Figure 1. Selected gate families (run 1).
Scale: 4 px per um.
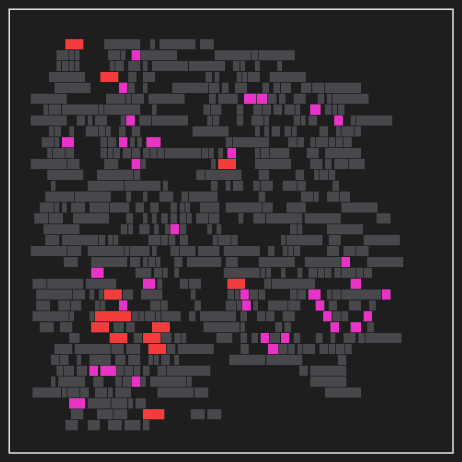
Figure 2. Cell outlines without signal wires (run 1).
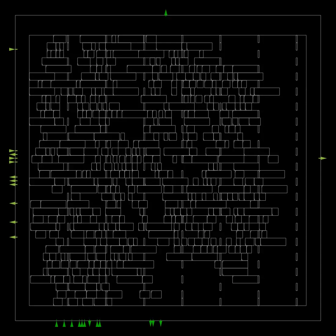
Figure 3. Drive-strength map (run 1).
Scale: 4 px per um.
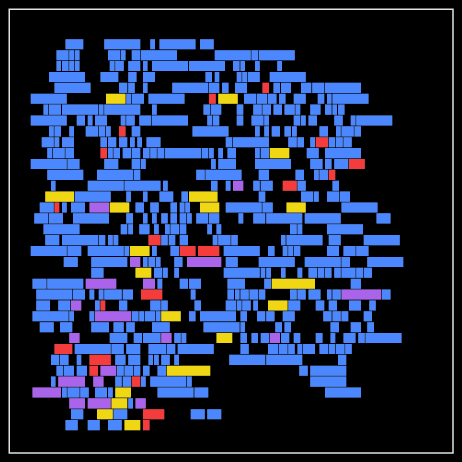
[src/rtl/adpll_pkg.sv]
// Shared ADPLL definitions: lock-detector state encoding and the common error width.
package adpll_pkg;

    localparam int ADPLL_ERR_WIDTH = 8;

    typedef enum logic [2:0] {
        ST_SEARCH    = 3'd0,
        ST_LOCKING   = 3'd1,
        ST_LOCKED    = 3'd2,
        ST_UNLOCKING = 3'd3,
        ST_NO_REF    = 3'd4
    } lock_state_e;

    function automatic logic is_locked_state(lock_state_e s);
        return (s == ST_LOCKED) || (s == ST_UNLOCKING);
    endfunction

endpackage

[src/rtl/ref_edge_sync.sv]
// Two-flop synchroniser for the asynchronous reference clock followed by a
// registered rising-edge detect; strobe_o is high for one clk_i cycle per edge.
module ref_edge_sync (
    input  logic clk_i,
    input  logic rst_i,
    input  logic async_i,
    output logic strobe_o
);

    logic meta_q, meta_d;
    logic sync_q, sync_d;
    logic prev_q, prev_d;
    logic strobe_q, strobe_d;

    always_comb begin
        meta_d   = async_i;
        sync_d   = meta_q;
        prev_d   = sync_q;
        strobe_d = sync_q & ~prev_q;
    end

    always_ff @(posedge clk_i or posedge rst_i) begin
        if (rst_i) begin
            meta_q   <= 1'b0;
            sync_q   <= 1'b0;
            prev_q   <= 1'b0;
            strobe_q <= 1'b0;
        end else begin
            meta_q   <= meta_d;
            sync_q   <= sync_d;
            prev_q   <= prev_d;
            strobe_q <= strobe_d;
        end
    end

    assign strobe_o = strobe_q;

endmodule

[src/rtl/adpll_lock_detector.sv]
// Lock qualifier for the ADPLL: judges the phase error once per reference period,
// applies lock/unlock hysteresis, tracks peak error and flags a missing reference.
module adpll_lock_detector
    import adpll_pkg::*;
#(
    parameter int ERR_WIDTH      = ADPLL_ERR_WIDTH,
    parameter int LOCK_THRESH    = 4,
    parameter int LOCK_COUNT     = 16,
    parameter int UNLOCK_COUNT   = 4,
    parameter int TIMEOUT_CYCLES = 4096,
    parameter int CNT_WIDTH      = 16
) (
    input  logic                        fpga_clk_i,
    input  logic                        reset_i,
    input  logic                        enable_i,
    input  logic                        ref_clk_i,
    input  logic signed [ERR_WIDTH-1:0] error_i,
    output logic                        lock_o,
    output logic                        lock_lost_o,
    output logic                        ref_missing_o,
    output logic [2:0]                  state_o,
    output logic [ERR_WIDTH-2:0]        peak_err_o
);

    localparam logic [ERR_WIDTH-1:0] ERR_MIN  = {1'b1, {(ERR_WIDTH-1){1'b0}}};
    localparam logic [ERR_WIDTH-2:0] MAG_MAX  = '1;
    localparam logic [ERR_WIDTH-2:0] THRESH   = (ERR_WIDTH-1)'(LOCK_THRESH);
    localparam logic [CNT_WIDTH-1:0] LOCK_N   = CNT_WIDTH'(LOCK_COUNT);
    localparam logic [CNT_WIDTH-1:0] UNLOCK_N = CNT_WIDTH'(UNLOCK_COUNT);
    localparam logic [CNT_WIDTH-1:0] TMO_N    = CNT_WIDTH'(TIMEOUT_CYCLES);
    localparam logic [CNT_WIDTH-1:0] CNT_MAX  = '1;

    logic sample;

    ref_edge_sync u_ref_edge_sync (
        .clk_i    (fpga_clk_i),
        .rst_i    (reset_i),
        .async_i  (ref_clk_i),
        .strobe_o (sample)
    );

    lock_state_e          state_q, state_d;
    logic [CNT_WIDTH-1:0] good_q, good_d;
    logic [CNT_WIDTH-1:0] bad_q, bad_d;
    logic [CNT_WIDTH-1:0] tmo_q, tmo_d;
    logic [ERR_WIDTH-2:0] peak_q, peak_d;
    logic                 lock_q, lock_d;
    logic                 lost_q, lost_d;
    logic                 missing_q, missing_d;

    logic [ERR_WIDTH-1:0] err_neg;
    logic [ERR_WIDTH-2:0] err_mag;
    logic                 in_win;
    logic [CNT_WIDTH-1:0] good_inc;
    logic [CNT_WIDTH-1:0] bad_inc;

    // |error| with the most-negative code saturated to the largest magnitude
    always_comb begin
        err_neg = ~error_i + 1'b1;
        if (error_i == ERR_MIN) begin
            err_mag = MAG_MAX;
        end else if (error_i[ERR_WIDTH-1]) begin
            err_mag = err_neg[ERR_WIDTH-2:0];
        end else begin
            err_mag = error_i[ERR_WIDTH-2:0];
        end
        in_win   = (err_mag <= THRESH);
        good_inc = good_q + 1'b1;
        bad_inc  = bad_q + 1'b1;
    end

    always_comb begin
        state_d = state_q;
        good_d  = good_q;
        bad_d   = bad_q;
        peak_d  = peak_q;
        lost_d  = 1'b0;
        tmo_d   = sample ? '0 : ((tmo_q == CNT_MAX) ? tmo_q : tmo_q + 1'b1);

        if (!enable_i) begin
            state_d = ST_SEARCH;
            good_d  = '0;
            bad_d   = '0;
            tmo_d   = '0;
        end else if (sample) begin
            // a sample beats a coincident timeout expiry
            case (state_q)
                ST_SEARCH: begin
                    if (in_win) begin
                        if (LOCK_COUNT == 1) begin
                            state_d = ST_LOCKED;
                            good_d  = '0;
                            peak_d  = '0;
                        end else begin
                            state_d = ST_LOCKING;
                            good_d  = {{(CNT_WIDTH-1){1'b0}}, 1'b1};
                        end
                    end
                end
                ST_LOCKING: begin
                    if (!in_win) begin
                        state_d = ST_SEARCH;
                        good_d  = '0;
                    end else if (good_inc == LOCK_N) begin
                        state_d = ST_LOCKED;
                        good_d  = '0;
                        peak_d  = '0;
                    end else begin
                        good_d = good_inc;
                    end
                end
                ST_LOCKED: begin
                    if (err_mag > peak_q) peak_d = err_mag;
                    if (!in_win) begin
                        if (UNLOCK_COUNT == 1) begin
                            state_d = ST_SEARCH;
                            lost_d  = 1'b1;
                        end else begin
                            state_d = ST_UNLOCKING;
                            bad_d   = {{(CNT_WIDTH-1){1'b0}}, 1'b1};
                        end
                    end
                end
                ST_UNLOCKING: begin
                    if (err_mag > peak_q) peak_d = err_mag;
                    if (in_win) begin
                        state_d = ST_LOCKED;
                        bad_d   = '0;
                    end else if (bad_inc == UNLOCK_N) begin
                        state_d = ST_SEARCH;
                        bad_d   = '0;
                        lost_d  = 1'b1;
                    end else begin
                        bad_d = bad_inc;
                    end
                end
                ST_NO_REF: begin
                    state_d = ST_SEARCH;
                end
                default: begin
                    state_d = ST_SEARCH;
                end
            endcase
        end else if ((state_q != ST_NO_REF) && (tmo_q >= TMO_N)) begin
            state_d = ST_NO_REF;
            good_d  = '0;
            bad_d   = '0;
            lost_d  = is_locked_state(state_q);
        end

        lock_d    = is_locked_state(state_d);
        missing_d = (state_d == ST_NO_REF);
    end

    always_ff @(posedge fpga_clk_i or posedge reset_i) begin
        if (reset_i) begin
            state_q   <= ST_SEARCH;
            good_q    <= '0;
            bad_q     <= '0;
            tmo_q     <= '0;
            peak_q    <= '0;
            lock_q    <= 1'b0;
            lost_q    <= 1'b0;
            missing_q <= 1'b0;
        end else begin
            state_q   <= state_d;
            good_q    <= good_d;
            bad_q     <= bad_d;
            tmo_q     <= tmo_d;
            peak_q    <= peak_d;
            lock_q    <= lock_d;
            lost_q    <= lost_d;
            missing_q <= missing_d;
        end
    end

    assign lock_o        = lock_q;
    assign lock_lost_o   = lost_q;
    assign ref_missing_o = missing_q;
    assign state_o       = state_q;
    assign peak_err_o    = peak_q;

endmodule

[config.mk]
export PLATFORM = sky130hd
export DESIGN_NAME = adpll_lock_detector
export DESIGN_NICKNAME = d
export VERILOG_FILES = /design/src/rtl/adpll_pkg.sv /design/src/rtl/ref_edge_sync.sv /design/src/rtl/adpll_lock_detector.sv
export SDC_FILE = /design/constraint.sdc
export NUM_CORES = 1
export LEC_CHECK = 0
export CAP_MARGIN = 20
export CORE_MARGIN = 5
export CORE_UTILIZATION = 40
export DETAILED_ROUTE_END_ITERATION = 16
export GPL_TIMING_DRIVEN = 0
export PLACE_DENSITY_LB_ADDON = 0.2
export SYNTH_ARGS = -nofsm -noshare
export SYNTH_HDL_FRONTEND = slang
export SYNTH_HIERARCHICAL = 1
export SYNTH_SLANG_ARGS = --single-unit
export TNS_END_PERCENT = 30
[constraint.sdc]
create_clock -name fpga_clk_i -period 3.68 [get_ports fpga_clk_i]
set_input_delay 1.104 -clock fpga_clk_i [delete_from_list [all_inputs] [get_ports fpga_clk_i]]
set_output_delay 1.104 -clock fpga_clk_i [all_outputs]
set_load 0.01 [all_outputs]
==> results.sh, run 1 <==
# flow metrics
export IMPL_synthMostInstantiatedCell="dfrtp_1"
export IMPL_clock_fmax_ghz=0.283
export IMPL_worst_slack_ps=147
export IMPL_ys_chip_area_mm2=0.00405
export IMPL_tool_warnings=29
export IMPL_synthCells=451
export IMPL_port_buffers=24
export IMPL_ir_worst_vdd_mv=0.247
export IMPL_power_leakage_nw=1.98
export IMPL_endpoint="peak_err_o[3]$_DFFE_PP0P_"
export IMPL_synth_avg_cell_area_um2=8.97
export IMPL_reg_top3="bad_q (16), good_q (16), tmo_q (16)"
export IMPL_placed_cell_area_mm2=0.00447
export IMPL_path_max_fanout=5
export IMPL_wl_met2_um=4090
export IMPL_top_layer="met4"
export IMPL_inv_count=27
export IMPL_crit_buf_inv=2
export IMPL_dieArea_mm2=0.0122
export IMPL_drc=0
export IMPL_top_usage_layer="met2"
export IMPL_yosys_cells=451
export IMPL_diodes=0
export IMPL_first_global_vias=3350
export IMPL_clock_cell_area_share_pct=4.40
export IMPL_clkLatencyLatePin_ps=360
export IMPL_pwr_share_clk_pct=38.2
export IMPL_status="complete, no violations"
export IMPL_dp_slack_ps=-881
export IMPL_max_stage_delay_ps=510
export IMPL_drive_above_1_share_pct=11.7
export IMPL_ant_nets=0
export IMPL_post_drt_wl_per_cell_um=14.4
export IMPL_fp_util_pct=41.2
export IMPL_die_w_um=111
export IMPL_die_y_um=111
export IMPL_cap_violations=0
export IMPL_flops=65
export IMPL_top_area_cell="dfrtp_1"
export IMPL_p_per_area_mw_per_mm2=365
export IMPL_comb_area_mm2=0.00229
export IMPL_n_clock_buffer=10
export IMPL_r2r_start="bad_q[10]$_DFFE_PP0P_"
export IMPL_logic_gates=343
export IMPL_finalHoldViolCount=0
export IMPL_hp_class="reg -> reg"
export IMPL_dp_hpwl_um=6280
export IMPL_fin_nets=516
export IMPL_crit_required_ps=3900
export IMPL_wl_um=9090
export IMPL_cts_root_buffer="clkbuf_8"
export IMPL_ys_ff=65
export IMPL_viasPerCell=5.63
export IMPL_period_needed_ps=3530
export IMPL_top_level_ports=25
export IMPL_relSlewSlack_pct=38.3
export IMPL_fp_nets=475
export IMPL_comb_cell_share_pct=47.9
export IMPL_cts_sinks=65
export IMPL_min_to="u_ref_edge_sync/prev_d$_DFF_PP0_"
export IMPL_grt_pass1_wl_um=15700
export IMPL_p_switching_uw=475
export IMPL_finalMaxSlewViolations=0
export IMPL_first_pass_iters=4
export IMPL_overflow=0
export IMPL_crit_cells=13
export IMPL_grt_use_met1_pct=21.7
export IMPL_cp_start_kind="input port"
export IMPL_finalSetupViolations=0
export IMPL_largestClassByArea="logic gates"
export IMPL_drt_iter0_drc=221
export IMPL_vias=3544
export IMPL_nonClkBufAreaFrac_pct=8.06
export IMPL_setup_worst_path_start="error_i[3]"
export IMPL_tritoncts="built"
export IMPL_worstMarginPinSlew_ps=917
export IMPL_edf_count=0
export IMPL_power_total_mw=1.75
export IMPL_use_met3_pct=3.72
export IMPL_hold_ws_ps=357
export IMPL_htreeDepth=3
export IMPL_top_cells_by_area="dfrtp_1 (40%), nand3_1 (4.3%), ha_1 (3.7%)"
export IMPL_internal_power_mw=1.27
export IMPL_critPathCaptureType="flop"
export IMPL_fin_crit_sh_pct=96.0
export IMPL_fin_setup_tns_ps=0
export IMPL_cp_slowest_cell="or4_4"
export IMPL_seqCellArea_mm2=0.00163
export IMPL_grt_util_met2_pct=22.7
export IMPL_seq_power_share_pct=43.9
export IMPL_critPathTopFamily="AND-OR/OR-AND gates"
export IMPL_crit_arrival_ps=3750
export IMPL_reg2reg_to="bad_q[2]$_DFFE_PP0P_"
export IMPL_combinationalPowerShare_pct=17.8
export IMPL_post_place_cells=609
export IMPL_min_path_cells=0
export IMPL_crit_type="in -> reg"
## Picture notes: Figure 1
| color | family | cells | most used |
|---|---|---|---|
| magenta | AND and OR gates | 34 | and3_1 |
| red | adder and majority cells | 12 | ha_1 |
Finished Layout Cells: 630
most numerous logic cell after layout: dfrtp_1

## Picture notes: Figure 2
tap cells: 133
Finished Core Util: 48.7%
row count: 36
CORE AREA: 0.00982 mm^2

## Picture notes: Figure 3
| color | size | cells | share | most used |
|---|---|---|---|---|
| yellow | _6 and larger | 19 | 3.8% | clkbuf_8 |
| red | _2 cells | 20 | 4.0% | clkinv_2 |
| purple | _3 and _4 cells | 19 | 3.8% | buf_4 |
| blue | _0 and _1 cells | 439 | 88% | dfrtp_1 |
synthesis-to-layout area growth: 18.1%
Final Cell Area: 0.00478 mm^2
Non-CTS buffers: 46

## run 1: what timing repair did
| action | in CTS | in global routing |
|---|---|---|
| pin swaps | 10 | 4 |
| resized | 34 | 9 |
| endpoints found under the setup margin | 18 | 17 |
| hold buffers | 0 | 0 |
| buffers inserted | 5 | 0 |
## run 1: kinds of logic after synthesis
logic type,after synthesis,share of synthesized area (%)
fa+ha+maj,12,3.71
buf+inv,43,4.61
compound gates,98,17.3
simple gates,206,28.1
mux,4,1.02
flops,65,40.2
xor+xnor,23,4.98
## run 1: power groups by stage
stage	sequential, mW	combinational, mW	clock, mW
2_1_floorplan	0.791	0.164	0
3_3_place_gp	0.782	0.287	0
3_5_place_dp	0.782	0.291	0
4_1_cts	0.768	0.309	0.685
5_1_grt	0.772	0.347	0.722
6_report	0.767	0.311	0.668
--- run 2 (diff from run 1) ---
- CTS_BUF_LIST: unset -> sky130_fd_sc_hd__clkbuf_8
- MAX_ROUTING_LAYER: unset -> met4
- SLEW_MARGIN: unset -> 20
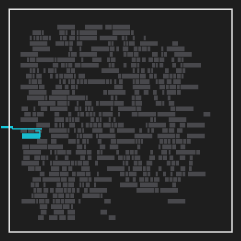
Figure 4: run 2, I/O nets highlighted.
Scale: 2 px per um.
| color | port | direction | edge | end cells | buffers | wire |
|---|---|---|---|---|---|---|
| cyan | lock_o | output | left | 1 | 1 | 21.6 um |
IO buf count: 24
I/O pin cnt: 25

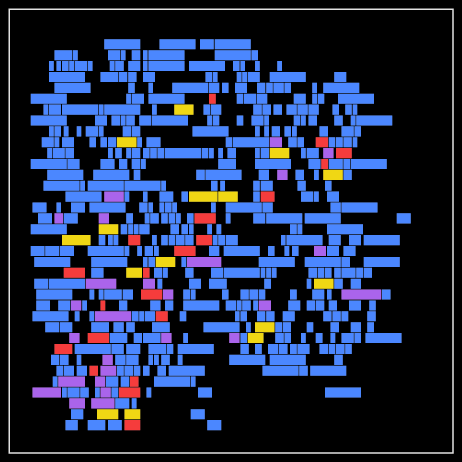
Figure 5: run 2, drive-strength map.
Scale: 4 px per um.
| color | size | cells | share | most used |
|---|---|---|---|---|
| yellow | _6 and larger | 15 | 3.0% | clkbuf_8 |
| blue | _0 and _1 cells | 435 | 88% | dfrtp_1 |
| red | _2 cells | 20 | 4.0% | o221ai_2 |
| purple | _3 and _4 cells | 26 | 5.2% | buf_4 |
synthesis-to-layout area growth: 17.7%
final worst slack: 139 ps
Final Cell Area: 0.00476 mm^2

==> results.sh, run 2 <==
# flow metrics
export IMPL_status="complete, no violations"
export IMPL_endpoint="peak_err_o[5]$_DFFE_PP0P_"
export IMPL_power_leader="registers"
export IMPL_nonClkBufAreaFrac_pct=8.22
export IMPL_seqCellArea_mm2=0.00163
export IMPL_cp_start_kind="input port"
export IMPL_synthCells=451
export IMPL_critPathTopFamily="AND-OR/OR-AND gates"
export IMPL_path_max_fanout=6
export IMPL_fin_cells=629
export IMPL_top_area_cell="dfrtp_1"
export IMPL_first_pass_iters=5
export IMPL_combinationalPowerShare_pct=19.6
export IMPL_drt_iter0_drc=163
export IMPL_die_y_um=111
export IMPL_finalSetupViolations=0
export IMPL_p_comb_uw=319
export IMPL_fin_setup_tns_ps=0
export IMPL_worstMarginPinSlew_ps=921
export IMPL_drc=0
export IMPL_top_cells_by_area="dfrtp_1 (40%), nand3_1 (4.3%), ha_1 (3.7%)"
export IMPL_htreeDepth=3
export IMPL_fin_crit_sh_pct=96.2
export IMPL_clkLatencyLatePin_ps=360
export IMPL_first_global_vias=3362
export IMPL_pg_seq_uw=767
export IMPL_placed_cell_area_mm2=0.00448
export IMPL_postCtsHoldBufs=0
export IMPL_reg_top3="bad_q (16), good_q (16), tmo_q (16)"
export IMPL_dieArea_mm2=0.0122
export IMPL_critPathCaptureType="flop"
export IMPL_fin_nets=516
export IMPL_ant_nets=0
export IMPL_seq_power_share_pct=47.1
export IMPL_synth_avg_cell_area_um2=8.97
export IMPL_hold_ws_ps=359
export IMPL_r2r_start="bad_q[10]$_DFFE_PP0P_"
export IMPL_std_cell_rows=36
export IMPL_setup_worst_path_start="error_i[2]"
export IMPL_overflow=0
export IMPL_flops=65
export IMPL_coreArea_mm2=0.00982
export IMPL_crit_buf_inv=2
export IMPL_vias=3526
export IMPL_clock_power_uw=543
export IMPL_yosys_cells=451
export IMPL_crit_cells=13
export IMPL_cts_sinks=65
export IMPL_fp_util_pct=41.2
export IMPL_ys_chip_area_mm2=0.00405
export IMPL_dp_slack_ps=-879
export IMPL_cp_slowest_cell="or4_4"
export IMPL_crit_required_ps=3920
export IMPL_post_place_cells=609
export IMPL_buffers=46
export IMPL_dp_hpwl_um=6290
export IMPL_finalMaxSlewViolations=0
export IMPL_tritoncts="built"
export IMPL_ir_worst_vdd_mv=0.192
export IMPL_inv_count=27
export IMPL_grt_pass1_wl_um=15900
export IMPL_period_needed_ps=3540
export IMPL_comb_cell_share_pct=48.4
export IMPL_internal_power_mw=1.14
export IMPL_diodes=0
export IMPL_clock_fmax_ghz=0.282
export IMPL_logic_gates=343
export IMPL_n_clock_buffer=9
export IMPL_finalHoldViolCount=0
export IMPL_comb_area_mm2=0.00231
export IMPL_p_switching_uw=488
export IMPL_die_w_um=111
export IMPL_ys_ff=65
export IMPL_worstHoldStart="u_ref_edge_sync/meta_q$_DFF_PP0_"
export IMPL_cap_violations=0
export IMPL_crit_type="in -> reg"
export IMPL_wl_um=9110
export IMPL_relSlewSlack_pct=38.0
export IMPL_min_path_cells=0
export IMPL_fp_nets=475
export IMPL_drive_above_1_share_pct=12.3
export IMPL_taps=133
export IMPL_power_total_mw=1.63
export IMPL_hp_class="reg -> reg"
export IMPL_clock_cell_area_share_pct=3.57
export IMPL_mostFrequentLayoutCell="dfrtp_1"
export IMPL_crit_arrival_ps=3780
export IMPL_power_leakage_nw=1.97
export IMPL_min_to="u_ref_edge_sync/prev_d$_DFF_PP0_"
export IMPL_post_drt_wl_per_cell_um=14.5
export IMPL_pwr_share_clk_pct=33.3
export IMPL_max_stage_delay_ps=490
export IMPL_largestClassByArea="logic gates"
export IMPL_p_per_area_mw_per_mm2=342
export IMPL_edf_count=0
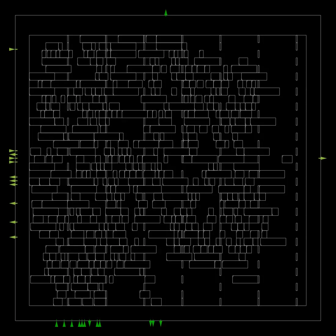
Figure 6: run 2, cell outlines without signal wires.
Finished Core Util: 48.5%
filler instances: 972

==> run 2: layer usage <==
| layer | routed length (um) | track usage [%] | vias to the layer above |
|---|---|---|---|
| li1 | - | - | 1730 |
| met5 | 0 | - | - |
| met3 | 359 | 3.34 | 9 |
| met4 | 75 | 4.43 | 0 |
| met1 | 4470 | 21.7 | 1714 |
| met2 | 4200 | 23.6 | 73 |
==> run 2: kinds of logic (layout without fill, tap and decap cells) <==
group	after synthesis	in the layout	share of synthesized area (%)
mux	4	4	1.02
simple gates	206	206	28.1
fa+ha+maj	12	12	3.71
xor+xnor	23	23	4.98
compound gates	98	98	17.3
flops	65	65	40.2
buf+inv	43	88	4.61
==> run 2: timing repair <==
action,in CTS,in global routing
pin swaps,10,5
cloned,0,0
setup endpoints to repair,18,17
resized,32,12
setup buffers,4,1
--- run 3 (diff from run 2) ---
- SETUP_SLACK_MARGIN: unset -> 0.5
- clock period: 3.68 -> 4.5 ns (I/O delays scaled with it)
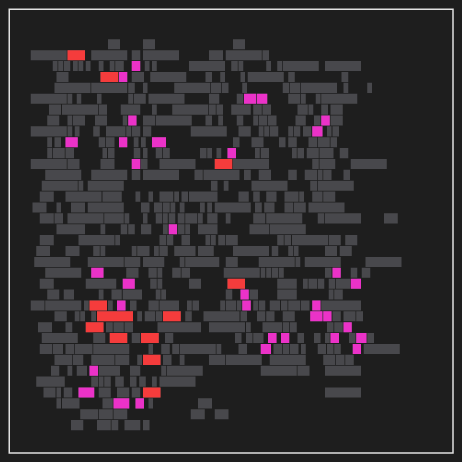
Figure 7: run 3, selected gate families.
Scale: 4 px per um.
| color | family | cells | most used |
|---|---|---|---|
| red | adder and majority cells | 12 | ha_1 |
| magenta | AND and OR gates | 34 | and3_1 |
Finished Layout Cells: 628
logic share of the area: 48.0%

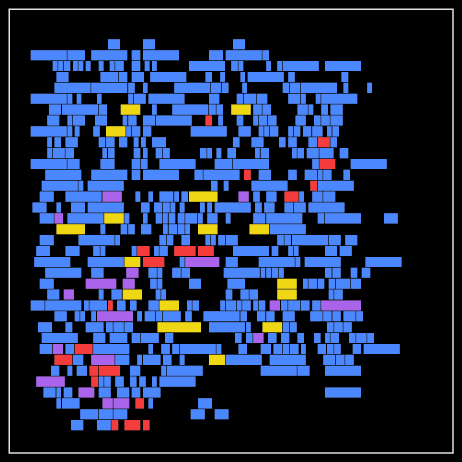
Figure 8: run 3, drive-strength map.
Scale: 4 px per um.
| color | size | cells | share | most used |
|---|---|---|---|---|
| purple | _3 and _4 cells | 18 | 3.6% | buf_4 |
| yellow | _6 and larger | 16 | 3.2% | clkbuf_8 |
| red | _2 cells | 20 | 4.0% | buf_2 |
| blue | _0 and _1 cells | 441 | 89% | dfrtp_1 |
synthesis-to-layout area growth: 17.3%
final worst slack: 602 ps
Final Cell Area: 0.00475 mm^2
Non-CTS buffers: 44

==> results.sh, run 3 <==
# flow metrics
export IMPL_port_buffers=24
export IMPL_grt_util_met2_pct=24.1
export IMPL_wl_um=9090
export IMPL_finalHoldViolCount=0
export IMPL_cap_violations=0
export IMPL_dieArea_mm2=0.0122
export IMPL_min_to="u_ref_edge_sync/prev_d$_DFF_PP0_"
export IMPL_post_drt_wl_per_cell_um=14.5
export IMPL_use_met3_pct=2.90
export IMPL_clkLatencyLatePin_ps=340
export IMPL_vias=3493
export IMPL_synth_adder_area_share_pct=3.71
export IMPL_drt_iter0_drc=138
export IMPL_top_area_cell="dfrtp_1"
export IMPL_first_global_vias=3409
export IMPL_tool_warnings=28
export IMPL_fin_setup_tns_ps=0
export IMPL_cp_slowest_cell="or4_4"
export IMPL_yosys_cells=451
export IMPL_critPathTopFamily="AND-OR/OR-AND gates"
export IMPL_power_leakage_nw=1.98
export IMPL_synthCells=451
export IMPL_postCtsSetupBuffers=3
export IMPL_placed_cell_area_mm2=0.00448
export IMPL_setup_worst_path_start="error_i[3]"
export IMPL_r2r_start="bad_q[10]$_DFFE_PP0P_"
export IMPL_grt_use_met1_pct=21.6
export IMPL_path_max_fanout=5
export IMPL_first_pass_iters=4
export IMPL_cp_start_kind="input port"
export IMPL_fp_nets=475
export IMPL_crit_required_ps=4710
export IMPL_top_cells_by_area="dfrtp_1 (40%), nand3_1 (4.3%), ha_1 (3.7%)"
export IMPL_wl_met1_um=4560
export IMPL_top_usage_layer="met2"
export IMPL_final_util_pct=48.4
export IMPL_ys_ff=65
export IMPL_fin_nets=514
export IMPL_dp_hpwl_um=6360
export IMPL_cts_resized=24
export IMPL_synthMostInstantiatedCell="dfrtp_1"
export IMPL_mux_share_pct=1.02
export IMPL_crit_buf_inv=2
export IMPL_synth_avg_cell_area_um2=8.97
export IMPL_cts_sinks=65
export IMPL_tritoncts="built"
export IMPL_crit_cells=13
export IMPL_critPathCaptureType="flop"
export IMPL_clock_fmax_ghz=0.257
export IMPL_finalSetupViolations=0
export IMPL_wl_met2_um=4100
export IMPL_wl_met3_um=343
export IMPL_fp_util_pct=41.2
export IMPL_diodes=0
export IMPL_postCtsHoldBufs=0
export IMPL_ant_nets=0
export IMPL_reg2reg_to="bad_q[6]$_DFFE_PP0P_"
export IMPL_p_per_area_mw_per_mm2=293
export IMPL_std_cell_rows=36
export IMPL_coreArea_mm2=0.00982
export IMPL_power_total_mw=1.39
export IMPL_top_level_ports=25
export IMPL_viasPerCell=5.56
export IMPL_finalMaxSlewViolations=0
export IMPL_relSlewSlack_pct=44.9
export IMPL_mostFrequentLayoutCell="dfrtp_1"
export IMPL_cts_root_buffer="clkbuf_8"
export IMPL_status="complete, no violations"
export IMPL_crit_type="in -> reg"
export IMPL_worstMarginPinSlew_ps=818
export IMPL_ys_chip_area_mm2=0.00405
export IMPL_drive_above_1_share_pct=10.9
export IMPL_aoi_share_pct=17.3
export IMPL_top_layer="met4"
export IMPL_yosys_area_share_simple_pct=28.1
export IMPL_post_place_cells=609
export IMPL_fin_crit_sh_pct=86.6
export IMPL_synth_logic_top_family="simple AND/OR/NAND/NOR gates"
export IMPL_dp_slack_ps=-376
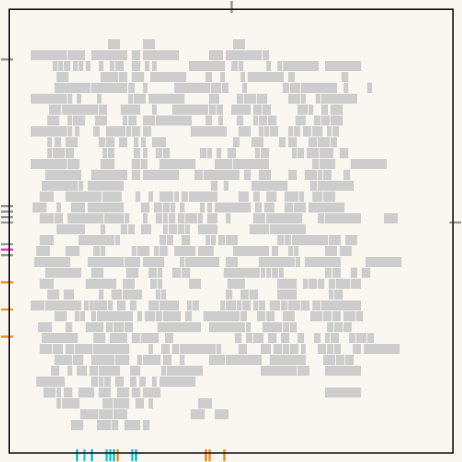
Figure 9: run 3, I/O pins on the die edge.
Scale: 4 px per um. Pins as bars across the die edge, other pins in gray.
| color | port | pins | direction | edge |
|---|---|---|---|---|
| orange | peak_err_o | 7 | output | 4 bottom, 3 left |
| cyan | error_i | 8 | input | bottom |
| magenta | lock_o | 1 | output | left |
all pins by edge: 12 bottom, 11 left, 1 top, 1 right
chip width: 111 um
die y size: 111 um

-- run 3: final cells by class --
type,count,area [um^2]
fillers,984,5070
multi-input cells,343,2280
flip-flops and latches,65,1630
repair buffers,28,278
well taps,133,166
clock buffers,11,151
inverters,27,104
plain buffers,16,86.3
clock inverters,5,55.1
-- run 3: worst reg2reg max path, stage by stage (launching register included) --
cell and delay (ps):
dfrtp_1 330, clkbuf_1 310, nand3_1 180, nor4_1 490, mux2_2 400, mux2i_1 120
nand4_1 320, nand3_2 250, buf_2 250, o21ai_0 120
-- run 3: report_power, final --
| group | internal, mW | switching (mW) | leakage, nW | total, mW |
|---|---|---|---|---|
| sequential | 0.610 | 0.0181 | 0.882 | 0.628 |
| combinational | 0.118 | 0.133 | 0.991 | 0.251 |
| clock | 0.284 | 0.230 | 0.107 | 0.515 |
Power and IR drop assume default switching activity.
